**Gate families picked out**

Bar = 10 um.
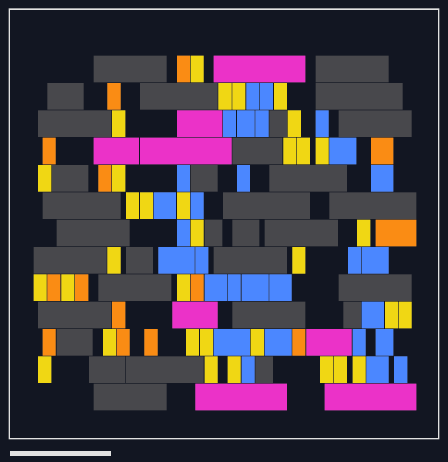
**Signal wires on met3**

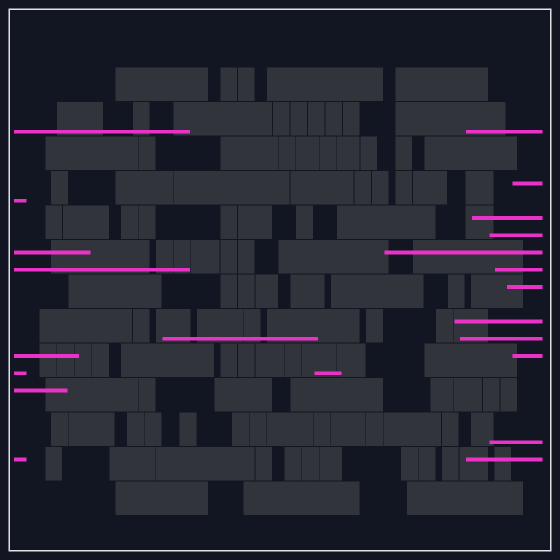
<file path="src/rtl/edge_detect_multi_if.sv">
// Event front-end bundle: raw inputs, per-channel mode and clear in, pulses and sticky flags out.
interface edge_detect_multi_if #(
    parameter int CH = 4
);
    logic [CH-1:0]   in;
    logic [2*CH-1:0] mode;
    logic [CH-1:0]   clr;
    logic [CH-1:0]   out;
    logic [CH-1:0]   pending;
    logic            any_out;

    modport master (
        output in, mode, clr,
        input  out, pending, any_out
    );

    modport slave (
        input  in, mode, clr,
        output out, pending, any_out
    );
endinterface

</file>
<file path="src/rtl/edge_detect_multi.sv">
// Multi-channel edge detector: input synchroniser, per-channel mode select,
// retriggerable pulse stretcher and write-1-to-clear sticky pending flags.
module edge_detect_multi #(
    parameter int CH          = 4,
    parameter int SYNC_STAGES = 2,
    parameter int STRETCH     = 1
) (
    input  logic                 clk,
    input  logic                 rstn,
    edge_detect_multi_if.slave   bus
);
    localparam int CW = $clog2(STRETCH + 1);
    localparam logic [CW-1:0] LOAD = CW'(STRETCH);

    logic [CH-1:0] d;
    logic [CH-1:0] prev;
    logic [CH-1:0] event_hit;
    logic [CH-1:0] out_q;
    logic [CH-1:0] pending_q;
    logic [CW-1:0] cnt      [CH];
    logic [CW-1:0] cnt_next [CH];

    generate
        if (SYNC_STAGES == 0) begin : g_direct
            assign d = bus.in;
        end else begin : g_sync
            logic [CH-1:0] sync_q [SYNC_STAGES];

            always_ff @(posedge clk) begin
                if (rstn) begin
                    for (int s = 0; s < SYNC_STAGES; s++) begin
                        sync_q[s] <= '0;
                    end
                end else begin
                    sync_q[0] <= bus.in;
                    for (int s = 1; s < SYNC_STAGES; s++) begin
                        sync_q[s] <= sync_q[s-1];
                    end
                end
            end

            assign d = sync_q[SYNC_STAGES-1];
        end
    endgenerate

    always_comb begin
        event_hit = '0;
        for (int i = 0; i < CH; i++) begin
            case (bus.mode[2*i +: 2])
                2'b01:   event_hit[i] = d[i] & ~prev[i];
                2'b10:   event_hit[i] = ~d[i] & prev[i];
                2'b11:   event_hit[i] = d[i] ^ prev[i];
                default: event_hit[i] = 1'b0;
            endcase
        end
    end

    // An event always reloads, so a retrigger extends the pulse with no gap.
    always_comb begin
        for (int i = 0; i < CH; i++) begin
            cnt_next[i] = cnt[i];
            if (event_hit[i]) begin
                cnt_next[i] = LOAD;
            end else if (cnt[i] != '0) begin
                cnt_next[i] = cnt[i] - CW'(1);
            end
        end
    end

    // prev follows d in every mode so a mode switch never sees stale history.
    always_ff @(posedge clk) begin
        if (rstn) begin
            prev      <= '0;
            out_q     <= '0;
            pending_q <= '0;
            for (int i = 0; i < CH; i++) begin
                cnt[i] <= '0;
            end
        end else begin
            prev      <= d;
            pending_q <= event_hit | (pending_q & ~bus.clr);
            for (int i = 0; i < CH; i++) begin
                cnt[i]   <= cnt_next[i];
                out_q[i] <= (cnt_next[i] != '0);
            end
        end
    end

    assign bus.out     = out_q;
    assign bus.pending = pending_q;
    assign bus.any_out = |out_q;
endmodule

</file>
<file path="src/flat_wrapper.sv">
// flat-port wrapper written by rule: the top's interface ports become plain ports
module edge_detect_multi_flat 
#(
    parameter int CH          = 4,
    parameter int SYNC_STAGES = 2,
    parameter int STRETCH     = 1
)
  (clk, rstn, bus_in, bus_mode, bus_clr, bus_out, bus_pending, bus_any_out);
  edge_detect_multi_if #(.CH(CH)) bus_i ();
  input  logic clk;
  input  logic rstn;
  input wire logic [$bits(bus_i.in)-1:0] bus_in;
  input wire logic [$bits(bus_i.mode)-1:0] bus_mode;
  input wire logic [$bits(bus_i.clr)-1:0] bus_clr;
  output wire logic [$bits(bus_i.out)-1:0] bus_out;
  output wire logic [$bits(bus_i.pending)-1:0] bus_pending;
  output wire logic [$bits(bus_i.any_out)-1:0] bus_any_out;
  assign bus_i.in = bus_in;
  assign bus_i.mode = bus_mode;
  assign bus_i.clr = bus_clr;
  assign bus_out = bus_i.out;
  assign bus_pending = bus_i.pending;
  assign bus_any_out = bus_i.any_out;
  edge_detect_multi #(.CH(CH), .SYNC_STAGES(SYNC_STAGES), .STRETCH(STRETCH)) u_core (.clk(clk), .rstn(rstn), .bus(bus_i));
endmodule
</file>
<file path="config.mk">
export PLATFORM = sky130hd
export DESIGN_NAME = edge_detect_multi_flat
export DESIGN_NICKNAME = d
export VERILOG_FILES = /design/src/rtl/edge_detect_multi_if.sv /design/src/rtl/edge_detect_multi.sv /design/src/flat_wrapper.sv
export SDC_FILE = /design/constraint.sdc
export NUM_CORES = 1
export LEC_CHECK = 0
export ABC_AREA = 1
export CORE_MARGIN = 2
export CORE_UTILIZATION = 59
export CTS_CLUSTER_SIZE = 8
export DETAILED_ROUTE_END_ITERATION = 8
export DONT_BUFFER_PORTS = 1
export PLACE_DENSITY = 0.75
export RECOVER_POWER = 100
export SETUP_SLACK_MARGIN = 0.4
export SYNTH_ARGS = -nofsm -noshare
export SYNTH_HDL_FRONTEND = slang
export SYNTH_SLANG_ARGS = --single-unit
</file>
<file path="constraint.sdc">
create_clock -name clk -period 1.1 [get_ports clk]
set_input_delay 0.22 -clock clk [delete_from_list [all_inputs] [get_ports clk]]
set_output_delay 0.22 -clock clk [all_outputs]
set_load 0.01 [all_outputs]
</file>
==> results.py <==
# Physical implementation metrics
metrics = {
    "grt": {
        "grt_pass1_wl_mm": 2.277,
        "grtUsageTotal_pct": 16.52,
        "overflow": 0,
        "first_global_vias": 571,
        "grt_antenna_before_repair": 0,
    },
    "routing": {
        "post_detailed_route_count_of_antenna_violating_nets": 0,
        "iteration_0_drc_markers": 10,
        "wl_per_cell_um": 10.39,
        "drc": 0,
        "post_drt_via_cell_ratio": 4.710,
    },
    "synth": {
        "yosys.cell_types.count": 10,
        "gate_count_post_synth": 114,
        "synth_sequential_area_ratio_pct": 45.58,
        "yosys-stat-area_um2": 878.3,
        "synth_flops": 20,
        "mappedNetlistNets": 140,
        "synth.cell_area_um2": 878.3,
        "synth.yosys.warnings": 0,
    },
    "clock_network": {
        "tritoncts_num_sinks": 20,
        "worst_setup_hold_path_clk_slew_ps": 110,
        "cts.hold.buffers_added": 4,
        "longest_clk_path_bufs": 2,
    },
    "finish": {
        "area_delta_synth_final_pct": 16.38,
        "filler_cell_count": 102,
        "drive_above_1_share_pct": 30.17,
        "comb_area_um2": 386.6,
        "seq_area_um2": 416.7,
        "final_nets": 143,
        "antenna_cells": 0,
    },
    "run_status": {
        "status": "finished with violations",
        "failed_checks": "negative hold slack",
    },
    "placed_design": {
        "buffer_ports.inserted": 0,
        "place.gp.congestion": 0.6944,
        "dpl.hpwl_um": 931.5,
        "place_inst": 123,
    },
    "pwr": {
        "power_per_cell_area_nw_per_um2": 1291,
        "post-layout-total-power_uw": 1320,
        "power.static_leakage_uw": 0.0005258,
    },
    "timing": {
        "final-max-slew-violation-count": 0,
        "finalClockPeriodUsage_pct": 96.19,
        "finalSetupViolCount": 0,
        "finalClockSkew_ps": 4.535,
        "max_freq_ghz": 0.9451,
        "max_slew.worst_pin.slew_ps": 174.4,
        "fin_worst_hold_slack_ps": -28.03,
        "rsz0062_at_grt": "true",
        "final_report_hold_violation_count": 8,
        "final.min_clock_period_ps": 1058,
    },
    "job": {
        "warning_count": 35,
        "maxCapViolations": 0,
    },
    "floorplan": {
        "chip_area_um2": 1813,
        "core_area_um2": 1350,
        "die_width_um": 42.59,
        "die_height_um": 42.59,
        "design.portCount": 27,
    },
    "worst_setup_path": {
        "critical_path.max_fanout": 2,
        "critPathTopFamily": "flip-flops",
        "cp_num_buf_inv": 0,
        "endpoint_kind": "output pin",
        "timing.critical_path.from_type": "flop",
        "timing.critical_path.cells": "nor2_4, nand2_2",
        "max_stage_delay_ps": 380,
        "cp.arrival_ps": 840,
    },
    "worst_hold_path": {
        "hold_path_class": "in2reg",
    },
}
Notes on 'gate families picked out' above:
magenta -> adder and majority cells  # cells 8
yellow -> inverters  # cells 33, where all over the die
blue -> NAND gates  # cells 29
orange -> NOR gates  # cells 14
multi-input gate share of the layout cell area: 37.82%
most common library cell in the layout ignoring fill and taps: inv_1
final instance count without filler cells: 131

Notes on 'signal wires on met3' above:
wire length on this layer = 117 um
longest straight run = 13.6 um
main direction = horizontal
nets with wire on the layer = 22
met3 global-route usage: 7.759%
Via Count: 617
aggregate routed wire length: 1.361 mm

[placed cells by master (no fill, tap or decap), types with 2 or more instances in the layout]
cell / count
clkbuf_4: 3
nor2_1: 12
ha_4: 4
nand2_1: 15
dlygate4sd3_1: 4
dfxtp_4: 3
ha_1: 4
inv_2: 10
nand3_1: 2
dfxtp_2: 4
a21oi_1: 4
inv_1: 23
dfxtp_1: 13
nand3b_1: 4
nand2_2: 6
nand3_2: 2
[path summary, 6_finish.rpt]
check / startpoint / to / slack (ps) / cells past startpoint
worst max-delay path: u_core.bus.out[0] / bus_any_out / 40 / 2
worst min register to register: u_core.g_sync.sync_q[0][2] / u_core.g_sync.sync_q[0][6] / 410 / 2
worst min-delay path: rstn / u_core.prev[3] / -30 / 1
worst max register to register: u_core.g_sync.sync_q[0][4] / u_core.bus.pending[0] / 70 / 6
[Yosys cell counts (all sizes together)]
| cell | n | share of area (%) |
|---|---|---|
| nand3 | 4 | 2.3 |
| nor2 | 14 | 6.0 |
| ha | 8 | 11 |
| a21oi | 4 | 2.3 |
| dfxtp | 20 | 46 |
| inv | 33 | 14 |
| buf | 6 | 6.0 |
| nand2 | 21 | 9.0 |
| nand3b | 4 | 3.4 |
[metal layers]
layer	vias up	track usage, %	share of wire [%]	routed length [um]
met3	0	7.759	8.6	117
met4	0	3.750	0	0
met1	268	17.96	42	570
li1	323	-	-	-
met5	-	0	0	0
met2	26	28.92	49	673
[per-stage QoR]
stage	util [%]	worst slack (ps)	cell area, um^2
detailed placement	62.93	107.8	849.6
global route	75.72	-2.308	1022
floorplan	-	168.3	883.3
finish	75.72	41.87	1022
global placement	62.93	138.0	849.6
CTS	73.40	24.66	991.0
[kinds of logic (layout without fill, tap and decap cells)]
kind of cell / after synthesis / after routing / synth area share, %
buf+inv: 39 / 41 / 20.09
compound gates: 4 / 4 / 2.279
flops: 20 / 20 / 45.58
fa+ha+maj: 8 / 8 / 11.40
simple gates: 43 / 43 / 20.66
[state kept, by name, summed over array words and instances (netlist names)]
register,cells
u_core.bus.out,4
u_core.prev,4
u_core.g_sync.sync_q,8
u_core.bus.pending,4
[report_power, final]
| group | internal [uW] | switching (uW) |
|---|---|---|
| registers | 759 | 34.0 |
| clock network | 202 | 210 |
| logic | 58.8 | 56.6 |
[final cells by class]
type | count | share of cell area (%)
inverters | 33 | 12.12
well taps | 15 | 1.836
repair buffers | 4 | 3.917
multi-input cells | 55 | 37.82
clock buffers | 4 | 3.550
flip-flops and latches | 20 | 40.76
[what timing repair did]
action	CTS	global route
hold endpoints to repair	12	8
setup endpoints to repair	17	17
resized	24	18
pin swaps	0	6
Power and IR drop assume default switching activity.
